==> config.mk <==
export PLATFORM = sky130hd
export DESIGN_NAME = dmem_responder_flat
export DESIGN_NICKNAME = d
export VERILOG_FILES = /design/src/rtl/dmem_responder_if.sv /design/src/rtl/dmem_responder.sv /design/src/flat_wrapper.sv
export SDC_FILE = /design/constraint.sdc
export NUM_CORES = 2
export LEC_CHECK = 0
export CAP_MARGIN = 25
export CORE_MARGIN = 4
export CORE_UTILIZATION = 45
export CTS_CLUSTER_SIZE = 28
export DETAILED_ROUTE_END_ITERATION = 10
export DONT_BUFFER_PORTS = 1
export PLACE_DENSITY_LB_ADDON = 0.25
export SLEW_MARGIN = 20
export SYNTH_ARGS = -nofsm -noshare
export SYNTH_HDL_FRONTEND = slang
export SYNTH_SLANG_ARGS = --single-unit
==> constraint.sdc <==
create_clock -name clk -period 6 [get_ports clk]
set_clock_uncertainty 0.1 [all_clocks]
set_input_delay 1.2 -clock clk [delete_from_list [all_inputs] [get_ports clk]]
set_output_delay 1.2 -clock clk [all_outputs]
set_load 0.01 [all_outputs]
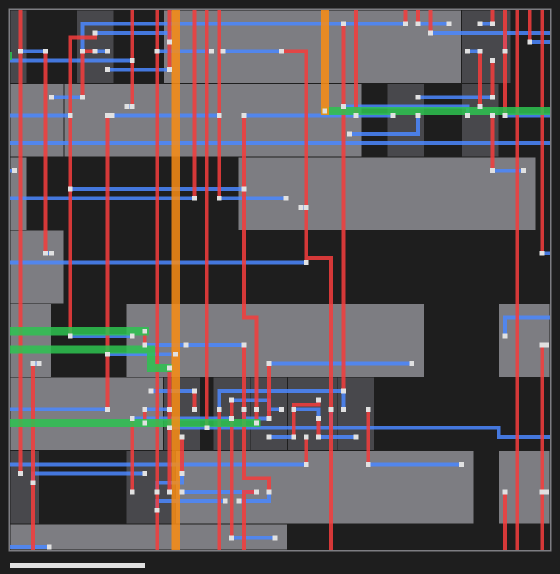
**Above:** a small window of the routed layout.
Bar = 5 um. Region (320, 320) to (340, 340) um. Cells in grey, sequential cells in the stronger grey; small squares are vias.
Key: green = metal 3; orange = metal 4; blue = metal 1; red = metal 2
Most frequent: nand2_1 (7), edfxtp_1 (6), nand3_1 (3). 16 logic cells have their middle in the window. Sequential cells in the window: 6.

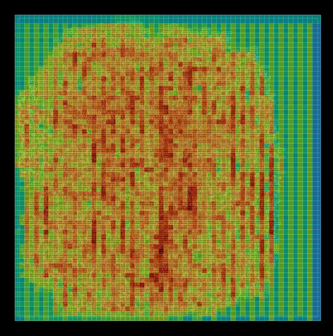
**Above:** congestion heat map.
met2 Use GR: 40.80%
met3 Track Usage GR: 4.856%
Routed WL per cell: 29.53 um
grt peak-use layer: met2
GRT Overall Usage: 25.93%

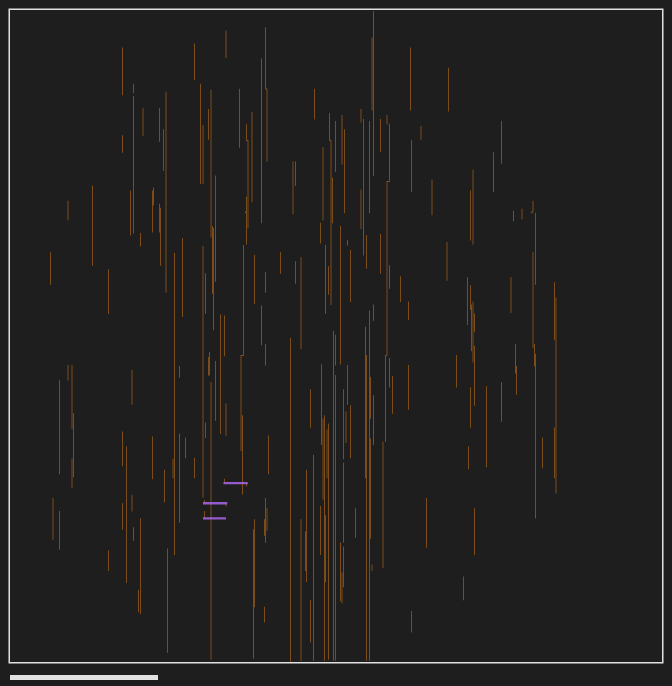
**Above:** wiring by layer.
Bar = 100 um. Two of the layers only.
Key: orange = metal 4 [wire length 8950 um]; purple = metal 5 [wire length 43.2 um]
WL final: 254600 um
vias: 52470

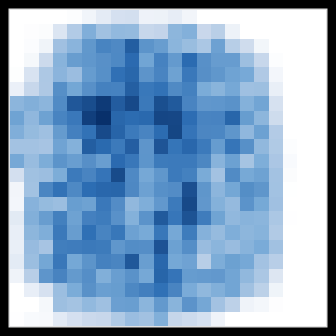
**Above:** routed metal per tile.
The die is cut into 22 by 22 equal tiles; white is low, dark blue is high, scaled to the fullest tile. Values are wire area over tile area, all layers added.
The densest ninth of the die: middle. The emptiest ninth of the die: top right. The fullest tile reaches 0.54.

==> CHANGELOG.md <==
### Implementation results

- Req. time, crit path: 6.45 ns
- RSZ-0062 raised after global routing: false
- Slew margin rel.: 24.34%
- Area reported by Yosys stat: 83950 sq um
- Reg clk slew, reported paths: 0.06 ns
- Port bufs: 0
- Fin cells: 8622
- Vias in the first global route: 49983
- Number of flip-flops in the largest register: 2048
- Clk latency late pin: 0.85 ns
- First-pass GRT wire length: 363600 um
- Leak: 0.03149 uW
- Post-Syn Instances: 5921
- Cts-stage hold buffer count: 0
- Crit-path most repeated cell: nor4_1
- Met1 usage: 36.53%
- Ports: 105
- Hold WS: 0.2468 ns
- Place WS: 1.546 ns
- Count of cell types in the netlist: 83
- Initial DRC Count: 7021
- Fin area: 94480 sq um
- Run status: completed
- Utilization after layout: 50.95%
- Total core area: 185400 sq um
- EDFF count, synth: 2048
- Crit-path leading delay family: simple AND/OR/NAND/NOR gates
- Synth warnings: 0
- Largest net degree at the start of global routing: 143
- Number of cells on the critical path: 8
- Cell area leaders: edfxtp_1 (73%), nand2_1 (7.8%), nand3_1 (3.2%)
- R2R depth: 8
- Post-synth ARST share: 5.009%
- Synthesized area per cell: 14.18 sq um
- Startpoint types: register
- Clock sinks: 2156
- Adders+Majority by Area: 0.02981%
- CTS tree: built
- Post-synth top cells: edfxtp_1 (2048), nand2_1 (1738), nand3_1 (544)
- Tool warnings: 40
- Met3 wire length: 26220 um
- Floorplan utilization: 45.27%
[placed cells by master (no fill, tap or decap), types with 76 or more instances in the layout]
cell,synthesis,final
edfxtp_1,2048,2048
nand2_1,1738,1734
nand3_1,544,544
clkbuf_16,0,214
a31oi_1,209,209
buf_4,35,165
nand4_1,138,138
mux2i_1,137,137
a32oi_1,85,85
dfrtp_1,108,76
[area by class of cell]
type | count | area, sq um
fill | 15545 | 90950
sequential | 2156 | 64250
multi-input combinational | 3389 | 18400
clock buffer | 266 | 5710
tap | 2480 | 3103
timing repair buffer | 199 | 1896
clock inverter | 125 | 1099
inverter | 5 | 23.77
antenna | 2 | 5.005
[power by group]
group	internal, uW	switching (uW)	leakage, uW	total (uW)
Clock	7340	5710	0.00336	13100
Combinational	1520	4840	0.00823	6360
Sequential	17500	249	0.0199	17700
No activity file was given, so power comes from the tool's default toggle rates.
